File: src/rtl/pacman_pkg.sv
// Shared direction type, PS/2 scan-code constants and decode helpers for pacman control.
package pacman_pkg;

  typedef enum logic [2:0] {
    DIR_NONE  = 3'd0,
    DIR_UP    = 3'd1,
    DIR_DOWN  = 3'd2,
    DIR_LEFT  = 3'd3,
    DIR_RIGHT = 3'd4
  } dir_t;

  typedef enum logic [1:0] {
    PS_IDLE    = 2'd0,
    PS_EXT     = 2'd1,
    PS_BRK     = 2'd2,
    PS_EXT_BRK = 2'd3
  } ps2_state_t;

  localparam logic [7:0] SC_EXT     = 8'hE0;
  localparam logic [7:0] SC_BRK     = 8'hF0;
  localparam logic [7:0] SC_UP      = 8'h1D;
  localparam logic [7:0] SC_DOWN    = 8'h1B;
  localparam logic [7:0] SC_LEFT    = 8'h1C;
  localparam logic [7:0] SC_RIGHT   = 8'h23;
  localparam logic [7:0] SC_E_UP    = 8'h75;
  localparam logic [7:0] SC_E_DOWN  = 8'h72;
  localparam logic [7:0] SC_E_LEFT  = 8'h6B;
  localparam logic [7:0] SC_E_RIGHT = 8'h74;

  // Single-byte (WASD-style) make codes
  function automatic dir_t decode_base(input logic [7:0] code);
    dir_t d;
    case (code)
      SC_UP:    d = DIR_UP;
      SC_DOWN:  d = DIR_DOWN;
      SC_LEFT:  d = DIR_LEFT;
      SC_RIGHT: d = DIR_RIGHT;
      default:  d = DIR_NONE;
    endcase
    return d;
  endfunction

  // Arrow-key make codes following an E0 prefix
  function automatic dir_t decode_ext(input logic [7:0] code);
    dir_t d;
    case (code)
      SC_E_UP:    d = DIR_UP;
      SC_E_DOWN:  d = DIR_DOWN;
      SC_E_LEFT:  d = DIR_LEFT;
      SC_E_RIGHT: d = DIR_RIGHT;
      default:    d = DIR_NONE;
    endcase
    return d;
  endfunction

  function automatic dir_t opposite(input dir_t d);
    dir_t o;
    case (d)
      DIR_UP:    o = DIR_DOWN;
      DIR_DOWN:  o = DIR_UP;
      DIR_LEFT:  o = DIR_RIGHT;
      DIR_RIGHT: o = DIR_LEFT;
      default:   o = DIR_NONE;
    endcase
    return o;
  endfunction

endpackage

File: src/rtl/ps2_byte_parser.sv
// PS/2 scan-byte parser: tracks E0/F0 prefixes, emits a make strobe with its direction,
// and abandons a partial multi-byte code after TIMEOUT_CYCLES of silence.
module ps2_byte_parser
  import pacman_pkg::*;
#(
  parameter int unsigned TIMEOUT_CYCLES = 2_500_000
) (
  input  logic       CLOCK_50,
  input  logic       reset_n,
  input  logic       byte_valid,
  input  logic [7:0] byte_data,
  output logic       make_c,
  output dir_t       make_dir_c,
  output logic       frame_err
);

  localparam int unsigned CNT_W = (TIMEOUT_CYCLES > 1) ? $clog2(TIMEOUT_CYCLES + 1) : 1;
  localparam logic [CNT_W-1:0] CNT_LAST = CNT_W'(TIMEOUT_CYCLES - 1);

  ps2_state_t       state, state_nxt;
  logic [CNT_W-1:0] cnt, cnt_nxt;
  logic             frame_err_nxt;

  // Make decode is combinational so the consumer can register it on the strobe edge
  always_comb begin
    state_nxt     = state;
    cnt_nxt       = cnt;
    frame_err_nxt = 1'b0;
    make_c        = 1'b0;
    make_dir_c    = DIR_NONE;
    if (byte_valid) begin
      cnt_nxt = '0;
      case (state)
        PS_IDLE: begin
          if (byte_data == SC_EXT) begin
            state_nxt = PS_EXT;
          end else if (byte_data == SC_BRK) begin
            state_nxt = PS_BRK;
          end else begin
            make_dir_c = decode_base(byte_data);
            make_c     = (make_dir_c != DIR_NONE);
          end
        end
        PS_EXT: begin
          if (byte_data == SC_BRK) begin
            state_nxt = PS_EXT_BRK;
          end else begin
            state_nxt  = PS_IDLE;
            make_dir_c = decode_ext(byte_data);
            make_c     = (make_dir_c != DIR_NONE);
          end
        end
        default: state_nxt = PS_IDLE;
      endcase
    end else if (state != PS_IDLE) begin
      if (cnt == CNT_LAST) begin
        state_nxt     = PS_IDLE;
        cnt_nxt       = '0;
        frame_err_nxt = 1'b1;
      end else begin
        cnt_nxt = cnt + CNT_W'(1);
      end
    end
  end

  always_ff @(posedge CLOCK_50 or negedge reset_n) begin
    if (!reset_n) begin
      state     <= PS_IDLE;
      cnt       <= '0;
      frame_err <= 1'b0;
    end else begin
      state     <= state_nxt;
      cnt       <= cnt_nxt;
      frame_err <= frame_err_nxt;
    end
  end

endmodule

File: src/rtl/move_cmd_buffer.sv
// Buffers keyboard direction requests and commits them to pacman's heading at tile
// boundaries; starts from stop and reversals take effect immediately.
module move_cmd_buffer
  import pacman_pkg::*;
#(
  parameter int unsigned TIMEOUT_CYCLES = 2_500_000
) (
  input  logic       CLOCK_50,
  input  logic       reset_n,
  input  logic       byte_valid,
  input  logic [7:0] byte_data,
  input  logic       step_done,
  input  logic       turn_ok,
  output logic       up,
  output logic       down,
  output logic       left,
  output logic       right,
  output logic       pend_valid,
  output logic       frame_err
);

  logic make_c;
  dir_t make_dir_c;
  dir_t req_dir, req_nxt;
  dir_t cur_dir, cur_nxt;

  ps2_byte_parser #(
    .TIMEOUT_CYCLES(TIMEOUT_CYCLES)
  ) u_parser (
    .CLOCK_50  (CLOCK_50),
    .reset_n   (reset_n),
    .byte_valid(byte_valid),
    .byte_data (byte_data),
    .make_c    (make_c),
    .make_dir_c(make_dir_c),
    .frame_err (frame_err)
  );

  // Tile-boundary commit uses the old request; an immediate make overrides it
  always_comb begin
    req_nxt = req_dir;
    cur_nxt = cur_dir;
    if (step_done && turn_ok && (req_dir != DIR_NONE)) begin
      cur_nxt = req_dir;
    end
    if (make_c) begin
      req_nxt = make_dir_c;
      if ((cur_dir == DIR_NONE) || (make_dir_c == opposite(cur_dir))) begin
        cur_nxt = make_dir_c;
      end
    end
  end

  always_ff @(posedge CLOCK_50 or negedge reset_n) begin
    if (!reset_n) begin
      req_dir    <= DIR_NONE;
      cur_dir    <= DIR_NONE;
      up         <= 1'b0;
      down       <= 1'b0;
      left       <= 1'b0;
      right      <= 1'b0;
      pend_valid <= 1'b0;
    end else begin
      req_dir    <= req_nxt;
      cur_dir    <= cur_nxt;
      up         <= (cur_nxt == DIR_UP);
      down       <= (cur_nxt == DIR_DOWN);
      left       <= (cur_nxt == DIR_LEFT);
      right      <= (cur_nxt == DIR_RIGHT);
      pend_valid <= (req_nxt != DIR_NONE) && (req_nxt != cur_nxt);
    end
  end

endmodule

File: config.mk
export PLATFORM = sky130hd
export DESIGN_NAME = move_cmd_buffer
export DESIGN_NICKNAME = d
export VERILOG_FILES = /design/src/rtl/pacman_pkg.sv /design/src/rtl/ps2_byte_parser.sv /design/src/rtl/move_cmd_buffer.sv
export SDC_FILE = /design/constraint.sdc
export NUM_CORES = 1
export LEC_CHECK = 0
export CAP_MARGIN = 10
export CORE_UTILIZATION = 59
export DETAILED_ROUTE_END_ITERATION = 7
export PLACE_DENSITY = 0.8
export SETUP_SLACK_MARGIN = 0.4
export SYNTH_ARGS = -nofsm -noshare
export SYNTH_HDL_FRONTEND = slang
export SYNTH_HIERARCHICAL = 1
export SYNTH_SLANG_ARGS = --single-unit
File: constraint.sdc
create_clock -name CLOCK_50 -period 3.5 [get_ports CLOCK_50]
set_input_delay 0.35 -clock CLOCK_50 [delete_from_list [all_inputs] [get_ports CLOCK_50]]
set_output_delay 0.35 -clock CLOCK_50 [all_outputs]
set_load 0.03 [all_outputs]
### Register map, names as in the netlist

Scale: 4 px per micron. Other sequential cells in the stronger grey, the rest of the logic in the fainter grey.
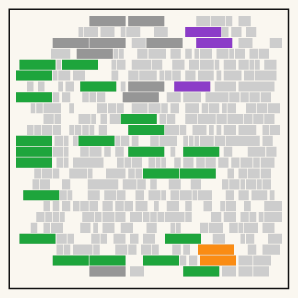
[purple] `req_dir` | flops: 3
[orange] `u_parser/state` | flops: 2
[green] `u_parser/cnt` | flops: 22
not coloured: 9
total sequential power: 475 uW
final standard cell utilization of the core: 71.84%
flop share of the area: 28.80%

### Routing congestion map

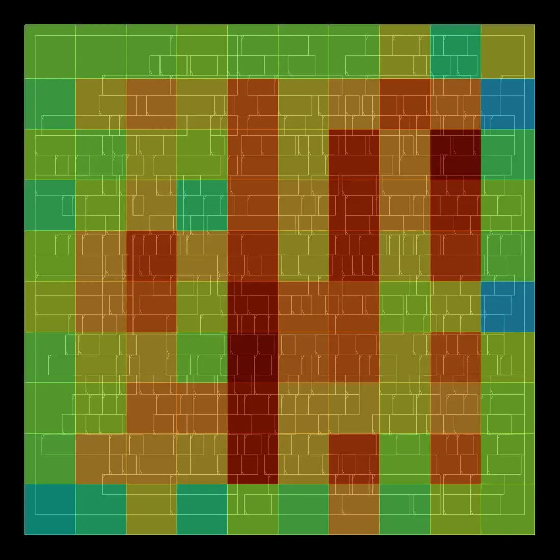
global routing usage summed across all routing layers: 28.97%
met3 Use GR: 5.087%
GRT met2 Usage: 45.63%
met1 demand-to-capacity share in global routing: 39.74%

power by group through the flow:
stage,Sequential (uW),Combinational [uW],Clock [uW]
3_5_place_dp,474,263,0
2_1_floorplan,473,180,0
4_1_cts,469,282,286
6_report,475,296,278
3_3_place_gp,474,256,0
5_1_grt,477,322,300
metrics by stage:
| stage | total power (uW) | std cells | worst slack, ns | cell area (sq um) |
|---|---|---|---|---|
| 2_1_floorplan | 653.4 | 315 | 0.4763 | 2683 |
| 3_3_place_gp | 730.9 | 372 | 0.05732 | 2858 |
| 3_5_place_dp | 736.5 | 372 | -0.01710 | 2858 |
| 4_1_cts | 1036 | 384 | 0.4076 | 3020 |
| 5_1_grt | 1098 | 389 | 0.4248 | 3128 |
| 6_report | 1049 | 389 | 0.5396 | 3128 |
==> results.txt <==
State of the implementation.

- The run finished with clean final reports.
- The switching fraction of total power is 33.17%, for reference.
- Traced cell by cell, the critical path runs through dlygate4sd2_1 -> or4_4 -> or3_4 -> a21oi_2 -> buf_6 -> nor4bb_4 -> o31ai_2 -> o31ai_1 -> o31a_2 -> and4bb_1 -> a211oi_2.
- The register with the most flip-flops in the layout has 22 of them.
- The H-tree was split into 2 levels.
- The met2 wire length is 3.332 mm, for reference.
- Dividing total power by cell area gives a power density of 335.5 nW/um^2.
- The floorplan report lists the tap cell count as 52.
- The clock latency reported for the late side of the worst-skew pair is 0.29 ns, for reference.
- For reference, the placement row count at floorplan is 24.
- The tool flagged a number of max-cap violations equal to 0.
- The internal portion of the total power is 701.4 uW.
- For this run, the detailed router reports a per-instance via density of 6.843.
- The adder-cell area share of the yosys netlist is 0.4664%, for reference.
- The number of CTS-inserted buffers is 5, for reference.
- The synthesized netlist net count is 329, for reference.
- The worst setup path category is input pin to register, for reference.
- Per the cell usage report, the commonest logic cells after layout are dfrtp_1 (36), a21oi_1 (25), nor2_1 (23), o21ai_0 (18), buf_4 (18).
- Recorded from the global router log, the overflow total was 0.
- In the final run the clock tree shows a worst skew of 0.004293 ns.
- The number of instances resized during post-cts repair is 10, for reference.
- The register area is 900.9 sq um, for reference.
- The worst max-slew margin expressed relative to the limit is 46.68%, for reference.
- In the final design, more cell area goes to combinational gates than to any other class.
- The most common cell after layout, fill and taps aside is dfrtp_1, for reference.
- The share of final layout cell area taken by non-clock buffers is 10.56%, for reference.
- Per the log, the first TritonRoute iteration ended with a DRC count of 191.
- The destination of the worst register-to-register timing path is pend_valid$_DFF_PN0_, for reference.
- The kind of cell with the highest combined delay along the critical path is simple AND/OR/NAND/NOR gates.
- The share of cell area taken by muxes after synthesis is 1.166%, for reference.
- Ranked by instance count, the synthesized netlist is headed by dfrtp_1 (36), a21oi_1 (27), nor2_1 (24).
- The final weighted congestion in routability-driven placement is 0.8808, for reference.
- For this block, the routed nets add up to 6.890 mm of wire.
- The combinational share of cell area is 54.76%, for reference.
- The number of setup buffers added after CTS is 5, for reference.
Power and IR drop assume default switching activity.
